[src/rtl/atmega_tim_input_capture_if.sv]
// 8-bit IO bus bundle shared by the timer peripherals: address, strobes and data.
// The master drives address/strobes/write data; the slave returns combinational read data.
interface atmega_tim_input_capture_if #(
    parameter int BUS_ADDR_DATA_LEN = 8
);
    logic [BUS_ADDR_DATA_LEN-1:0] addr;
    logic                         wr;
    logic                         rd;
    logic [7:0]                   bus_in;
    logic [7:0]                   bus_out;

    modport master (
        output addr,
        output wr,
        output rd,
        output bus_in,
        input  bus_out
    );

    modport slave (
        input  addr,
        input  wr,
        input  rd,
        input  bus_in,
        output bus_out
    );
endinterface

[src/rtl/atmega_tim_input_capture.sv]
// 16-bit input-capture timer: a prescaled free-running counter is snapshotted into ICR
// on a selected edge of the synchronized, optionally noise-filtered ICP pin.
module atmega_tim_input_capture #(
    parameter int                           BUS_ADDR_DATA_LEN = 8,
    parameter logic [BUS_ADDR_DATA_LEN-1:0] ICCR_ADDR  = 'h80,
    parameter logic [BUS_ADDR_DATA_LEN-1:0] ICNTL_ADDR = 'h84,
    parameter logic [BUS_ADDR_DATA_LEN-1:0] ICNTH_ADDR = 'h85,
    parameter logic [BUS_ADDR_DATA_LEN-1:0] ICRL_ADDR  = 'h86,
    parameter logic [BUS_ADDR_DATA_LEN-1:0] ICRH_ADDR  = 'h87,
    parameter logic [BUS_ADDR_DATA_LEN-1:0] ICMSK_ADDR = 'h6F,
    parameter logic [BUS_ADDR_DATA_LEN-1:0] ICFR_ADDR  = 'h36
) (
    input  logic clk,
    input  logic rst_n,
    input  logic clk8_i,
    input  logic clk64_i,
    input  logic clk256_i,
    input  logic clk1024_i,
    atmega_tim_input_capture_if.slave bus,
    input  logic icp_i,
    output logic icf_int_o,
    input  logic icf_int_rst_i,
    output logic ovf_int_o,
    input  logic ovf_int_rst_i
);

    // Control / status registers
    logic [2:0]  cs_q, cs_d;
    logic        icauto_q, icauto_d;
    logic        ices_q, ices_d;
    logic        icnc_q, icnc_d;
    logic        icie_q, icie_d;
    logic        ovie_q, ovie_d;
    logic        icf_q, icf_d;
    logic        ovf_q, ovf_d;
    logic        icovr_q, icovr_d;
    logic [15:0] icnt_q, icnt_d;
    logic [15:0] icr_q, icr_d;
    logic [7:0]  temp_q, temp_d;

    // Input conditioning
    logic [1:0]  sync_q;
    logic [2:0]  hist_q;
    logic        filt_q, filt_d;
    logic        icp_s;

    // Prescaler tap edge detection
    logic [3:0]  taps;
    logic [3:0]  tap_q;
    logic [3:0]  tap_rise;

    logic        tick;
    logic        run;
    logic        capture;
    logic        wrap;

    logic        wr_iccr, wr_icntl, wr_icnth, wr_icmsk, wr_icfr;
    logic        rd_icntl, rd_icrl;
    logic        clr_icf, clr_icovr, clr_ovf;
    logic [7:0]  rdata;

    assign taps = {clk1024_i, clk256_i, clk64_i, clk8_i};

    genvar gi;
    generate
        for (gi = 0; gi < 4; gi++) begin : g_tap
            assign tap_rise[gi] = taps[gi] & ~tap_q[gi];
        end
    endgenerate

    always_comb begin
        tick = 1'b0;
        case (cs_q)
            3'b001:  tick = 1'b1;
            3'b010:  tick = tap_rise[0];
            3'b011:  tick = tap_rise[1];
            3'b100:  tick = tap_rise[2];
            3'b101:  tick = tap_rise[3];
            default: tick = 1'b0;
        endcase
    end

    assign run = (cs_q != 3'b000) && (cs_q < 3'b110);

    // Bus decode
    assign wr_iccr  = bus.wr && (bus.addr == ICCR_ADDR);
    assign wr_icntl = bus.wr && (bus.addr == ICNTL_ADDR);
    assign wr_icnth = bus.wr && (bus.addr == ICNTH_ADDR);
    assign wr_icmsk = bus.wr && (bus.addr == ICMSK_ADDR);
    assign wr_icfr  = bus.wr && (bus.addr == ICFR_ADDR);
    assign rd_icntl = bus.rd && (bus.addr == ICNTL_ADDR);
    assign rd_icrl  = bus.rd && (bus.addr == ICRL_ADDR);

    assign icp_s = sync_q[1];

    // With the canceller on, the filter only follows a level seen on 4 consecutive samples.
    always_comb begin
        filt_d = icp_s;
        if (icnc_q && (hist_q != {3{icp_s}})) begin
            filt_d = filt_q;
        end
    end

    assign capture = run && (filt_d != filt_q) && (filt_d == ices_q);

    assign clr_icf   = (wr_icfr && bus.bus_in[0]) || icf_int_rst_i;
    assign clr_ovf   = (wr_icfr && bus.bus_in[1]) || ovf_int_rst_i;
    assign clr_icovr = (wr_icfr && bus.bus_in[2]) || icf_int_rst_i;

    // Wrap only counts when the increment actually happens (not overridden by a load/clear).
    assign wrap = tick && (icnt_q == 16'hFFFF) && !wr_icntl && !(capture && icauto_q);

    always_comb begin
        cs_d     = cs_q;
        icauto_d = icauto_q;
        ices_d   = ices_q;
        icnc_d   = icnc_q;
        if (wr_iccr) begin
            cs_d     = bus.bus_in[2:0];
            icauto_d = bus.bus_in[3];
            ices_d   = bus.bus_in[6];
            icnc_d   = bus.bus_in[7];
        end

        icie_d = icie_q;
        ovie_d = ovie_q;
        if (wr_icmsk) begin
            icie_d = bus.bus_in[0];
            ovie_d = bus.bus_in[1];
        end

        if (wr_icntl) begin
            icnt_d = {temp_q, bus.bus_in};
        end else if (capture && icauto_q) begin
            icnt_d = 16'h0000;
        end else if (tick) begin
            icnt_d = icnt_q + 16'h0001;
        end else begin
            icnt_d = icnt_q;
        end

        icr_d = capture ? icnt_q : icr_q;

        if (wr_icnth) begin
            temp_d = bus.bus_in;
        end else if (rd_icntl) begin
            temp_d = icnt_q[15:8];
        end else if (rd_icrl) begin
            temp_d = icr_q[15:8];
        end else begin
            temp_d = temp_q;
        end

        // A set arriving in the same cycle as a clear takes precedence.
        if (capture)      icf_d = 1'b1;
        else if (clr_icf) icf_d = 1'b0;
        else              icf_d = icf_q;

        if (capture && icf_q) icovr_d = 1'b1;
        else if (clr_icovr)   icovr_d = 1'b0;
        else                  icovr_d = icovr_q;

        if (wrap)         ovf_d = 1'b1;
        else if (clr_ovf) ovf_d = 1'b0;
        else              ovf_d = ovf_q;
    end

    always_ff @(posedge clk or negedge rst_n) begin
        if (!rst_n) begin
            cs_q     <= 3'b000;
            icauto_q <= 1'b0;
            ices_q   <= 1'b0;
            icnc_q   <= 1'b0;
            icie_q   <= 1'b0;
            ovie_q   <= 1'b0;
            icf_q    <= 1'b0;
            ovf_q    <= 1'b0;
            icovr_q  <= 1'b0;
            icnt_q   <= 16'h0000;
            icr_q    <= 16'h0000;
            temp_q   <= 8'h00;
            sync_q   <= 2'b00;
            hist_q   <= 3'b000;
            filt_q   <= 1'b0;
            tap_q    <= 4'b0000;
        end else begin
            cs_q     <= cs_d;
            icauto_q <= icauto_d;
            ices_q   <= ices_d;
            icnc_q   <= icnc_d;
            icie_q   <= icie_d;
            ovie_q   <= ovie_d;
            icf_q    <= icf_d;
            ovf_q    <= ovf_d;
            icovr_q  <= icovr_d;
            icnt_q   <= icnt_d;
            icr_q    <= icr_d;
            temp_q   <= temp_d;
            sync_q   <= {sync_q[0], icp_i};
            hist_q   <= {hist_q[1:0], icp_s};
            filt_q   <= filt_d;
            tap_q    <= taps;
        end
    end

    always_comb begin
        rdata = 8'h00;
        if (bus.rd) begin
            case (bus.addr)
                ICCR_ADDR:  rdata = {icnc_q, ices_q, 2'b00, icauto_q, cs_q};
                ICNTL_ADDR: rdata = icnt_q[7:0];
                ICNTH_ADDR: rdata = temp_q;
                ICRL_ADDR:  rdata = icr_q[7:0];
                ICRH_ADDR:  rdata = temp_q;
                ICMSK_ADDR: rdata = {6'b000000, ovie_q, icie_q};
                ICFR_ADDR:  rdata = {5'b00000, icovr_q, ovf_q, icf_q};
                default:    rdata = 8'h00;
            endcase
        end
    end

    assign bus.bus_out = rdata;
    assign icf_int_o   = icf_q & icie_q;
    assign ovf_int_o   = ovf_q & ovie_q;

endmodule
[src/flat_wrapper.sv]
// flat-port wrapper written by rule: the top's interface ports become plain ports
module atmega_tim_input_capture_flat 
#(
    parameter int                           BUS_ADDR_DATA_LEN = 8,
    parameter logic [BUS_ADDR_DATA_LEN-1:0] ICCR_ADDR  = 'h80,
    parameter logic [BUS_ADDR_DATA_LEN-1:0] ICNTL_ADDR = 'h84,
    parameter logic [BUS_ADDR_DATA_LEN-1:0] ICNTH_ADDR = 'h85,
    parameter logic [BUS_ADDR_DATA_LEN-1:0] ICRL_ADDR  = 'h86,
    parameter logic [BUS_ADDR_DATA_LEN-1:0] ICRH_ADDR  = 'h87,
    parameter logic [BUS_ADDR_DATA_LEN-1:0] ICMSK_ADDR = 'h6F,
    parameter logic [BUS_ADDR_DATA_LEN-1:0] ICFR_ADDR  = 'h36
)
  (clk, rst_n, clk8_i, clk64_i, clk256_i, clk1024_i, icp_i, icf_int_o, icf_int_rst_i, ovf_int_o, ovf_int_rst_i, bus_addr, bus_wr, bus_rd, bus_bus_in, bus_bus_out);
  atmega_tim_input_capture_if #(.BUS_ADDR_DATA_LEN(BUS_ADDR_DATA_LEN)) bus_i ();
  input  logic clk;
  input  logic rst_n;
  input  logic clk8_i;
  input  logic clk64_i;
  input  logic clk256_i;
  input  logic clk1024_i;
  input  logic icp_i;
  output logic icf_int_o;
  input  logic icf_int_rst_i;
  output logic ovf_int_o;
  input  logic ovf_int_rst_i;
  input wire logic [$bits(bus_i.addr)-1:0] bus_addr;
  input wire logic [$bits(bus_i.wr)-1:0] bus_wr;
  input wire logic [$bits(bus_i.rd)-1:0] bus_rd;
  input wire logic [$bits(bus_i.bus_in)-1:0] bus_bus_in;
  output wire logic [$bits(bus_i.bus_out)-1:0] bus_bus_out;
  assign bus_i.addr = bus_addr;
  assign bus_i.wr = bus_wr;
  assign bus_i.rd = bus_rd;
  assign bus_i.bus_in = bus_bus_in;
  assign bus_bus_out = bus_i.bus_out;
  atmega_tim_input_capture #(.BUS_ADDR_DATA_LEN(BUS_ADDR_DATA_LEN), .ICCR_ADDR(ICCR_ADDR), .ICNTL_ADDR(ICNTL_ADDR), .ICNTH_ADDR(ICNTH_ADDR), .ICRL_ADDR(ICRL_ADDR), .ICRH_ADDR(ICRH_ADDR), .ICMSK_ADDR(ICMSK_ADDR), .ICFR_ADDR(ICFR_ADDR)) u_core (.clk(clk), .rst_n(rst_n), .clk8_i(clk8_i), .clk64_i(clk64_i), .clk256_i(clk256_i), .clk1024_i(clk1024_i), .bus(bus_i), .icp_i(icp_i), .icf_int_o(icf_int_o), .icf_int_rst_i(icf_int_rst_i), .ovf_int_o(ovf_int_o), .ovf_int_rst_i(ovf_int_rst_i));
endmodule
[config.mk]
export PLATFORM = sky130hd
export DESIGN_NAME = atmega_tim_input_capture_flat
export DESIGN_NICKNAME = d
export VERILOG_FILES = /design/src/rtl/atmega_tim_input_capture_if.sv /design/src/rtl/atmega_tim_input_capture.sv /design/src/flat_wrapper.sv
export SDC_FILE = /design/constraint.sdc
export NUM_CORES = 1
export LEC_CHECK = 0
export CAP_MARGIN = 15
export CORE_MARGIN = 2
export CORE_UTILIZATION = 52
export CTS_CLUSTER_SIZE = 14
export DETAILED_ROUTE_END_ITERATION = 10
export HOLD_SLACK_MARGIN = 0.1
export PLACE_DENSITY = 0.75
export RECOVER_POWER = 100
export REMOVE_ABC_BUFFERS = 1
export SYNTH_ARGS = -nofsm -noshare
export SYNTH_HDL_FRONTEND = slang
export SYNTH_SLANG_ARGS = --single-unit
[constraint.sdc]
create_clock -name clk -period 4.37 [get_ports clk]
set_input_delay 0.874 -clock clk [delete_from_list [all_inputs] [get_ports clk]]
set_output_delay 0.874 -clock clk [all_outputs]
set_load 0.1 [all_outputs]
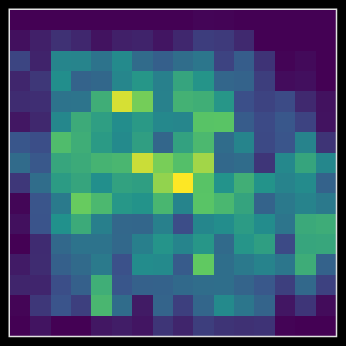
**Above:** wire density map.
(4 px per µm) 16 x 16 tiles, from dark purple (low) to yellow (high), scaled to the fullest tile. Values are wire area over tile area, all layers added.
- densest ninth of the die: centre
- fullest tile: 0.56
- emptiest ninth of the die: upper right
Total GRT Usage: 0.252
final WL: 7.60 mm
Vias: 2505

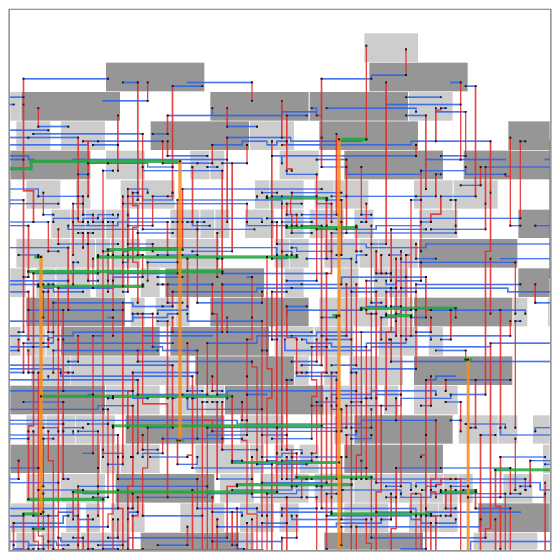
**Above:** layout detail.
Window x 16 to 66, y 31 to 81 µm. Cells in grey, sequential cells in the stronger grey; small squares are vias.
- red: M2
- blue: M1
- orange: M4
- green: M3
- cells with their middle in the window: 152
- netlist names of flops here include: u_core.icnt_q (11), u_core.icr_q (8), u_core.temp_q (6)
- sequential cells in the window: 29
- most frequent: dfrtp_1 (29), nand2_1 (23), o21ai_0 (13)

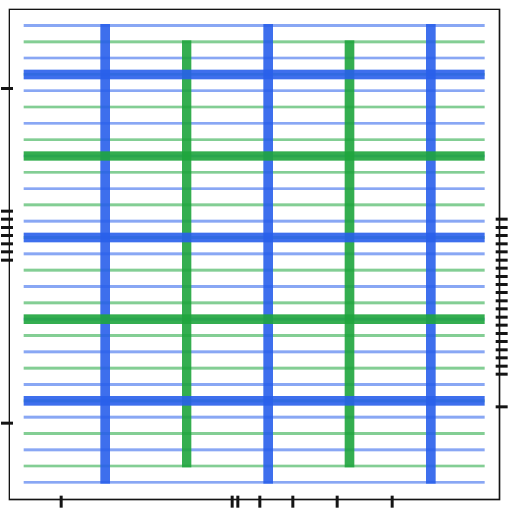
**Above:** PDN straps and rails.
(6 px per µm) Pins as bars on the die edge.
- green: VDD
- blue: VSS
- signal pins: 37
- met1 rails: 29
- met4 straps: 5

==> GITHUB_STEP_SUMMARY <==
## Implementation flow summary

| Metric | Value |
|---|---|
| Status | finished with violations |
| Failing checks | max-capacitance violations, max-slew violations |
| Comb gates | 217 |
| Final clock-cell share | 0.0520 |
| CP endpoint | bus_bus_out[2] |
| Grt met1 use | 0.339 |
| Cell Area, Synth | 0.00312 mm² |
| Max-cap viol count | 1 |
| Final HPWL DP | 5.24 mm |
| Cts bufs inserted | 9 |
| DR top layer | met4 |
| Seq/total area | 0.412 |
| Hold buffers post-CTS | 0 |
| Max VDD drop | 0.000185 V |
| P_leak | 1.55 nW |
| CP Launch Point | bus_addr[7] |
| Sequential power | 0.645 mW |
| # setup viols final | 0 |
| Synth mux share | 0.139 |
| Core Region | 0.00585 mm² |
| Slew Viols, Final | 44 |
| Gate power share | 0.110 |
| CTS root buf | clkbuf_8 |
| CP max stage delay | 0.77 ns |
| Crit path launch type | input pin |
| Die area | 0.00663 mm² |
| Hold crit path type | reg -> reg |
| Register area | 0.00153 mm² |
| Buffers excl. clock | 43 |
| P&R area growth vs syn | 18.8% |
| Syn_area_per_cell | 10.5 µm² |
| R2R cell count | 5 |
| Pwr top | sequential cells |
| Critical Path Stages | 6 |
| Worst Path Arrival | 3.12 ns |
| Post-Place Cells | 402 |
| Internal | 0.952 mW |
| Fraction of registers with async set/reset | 1.00 |
| Chip width | 81.5 µm |
| R2r setup slk | 1.31 ns |
| Adder Share, Synth | 0.00401 |
| Slowest CP cell | o41ai_1 |
| Yosys stat area | 0.00312 mm² |
| Drt first pass iters | 4 |
| R2r startpoint | u_core.hist_q[1]$_DFF_PN0_ |
| Met2 WL post-DR | 3.57 mm |
| Flop count | 61 |
| Setup Fix Bufs, Post-CTS | 0 |
| Top cells by area | dfrtp_1, mux2_2, mux2i_1, nand2_1, o21ai_0 |
| Worst-Skew Late Latency | 0.34 ns |
| Cells after Synth | 297 |
| Maximum clock rate | 250 MHz |
| Total negative setup slack | 0 ns |
| Reg-to-reg critical path endpoint | u_core.icnt_q[13]$_DFFE_PN0P_ |
| Layout Cells excl Fill | 418 |
| Hold path cells | 0 |
| # fillers | 481 |
| Worst path top cell family by delay | buffers and inverters |
| Ports | 37 |
| Number of global-route vias before repair | 2489 |
| Most common cell in the netlist | dfrtp_1 |
| Comb gate area | 0.00149 mm² |
| Global-route wire length before repair | 12.4 mm |
| OpenROAD warning count | 25 |
| H-tree Lvls | 3 |
| Maximum fanout along the worst path | 11 |
| Skew final | 0.00672 ns |
| Layout cells sized above 1 | 0.160 |
| AO/OA Area Share | 0.132 |
| Starting Density | 0.533 |
| Clock sink count | 61 |
| Crit end category | output pin |
| Final Instance Area | 0.00370 mm² |
| Cell Pwr Density | 346 mW/mm² |
| Buf/Inv on CP | 2 |
| Leading area contributor after synthesis | dfrtp_1 |
| Distinct cell type count after synthesis | 48 |
| Final worst path period share | 0.915 |
## stage by stage
step	power (mW)	setup slack, ns
after floorplan	0.718	0.0969
after global placement	0.791	0.608
after detailed placement	0.797	0.555
after CTS	1.29	0.555
after global routing	1.33	0.179
final	1.28	0.372
## cells in the final DEF (no fill, tap or decap), types with 10 or more instances in the layout
| cell type | netlist | routed |
|---|---|---|
| dfrtp_1 | 61 | 61 |
| xnor2_1 | 11 | 11 |
| mux2_2 | 26 | 26 |
| mux2i_1 | 14 | 14 |
| nor2_1 | 13 | 13 |
| nor3_1 | 15 | 16 |
| clkdlybuf4s50_1 | 0 | 18 |
| nand2_1 | 37 | 37 |
| o21ai_0 | 20 | 21 |
| clkbuf_8 | 0 | 10 |
| a21oi_1 | 11 | 11 |
Power is estimated from default activity; no workload was simulated.
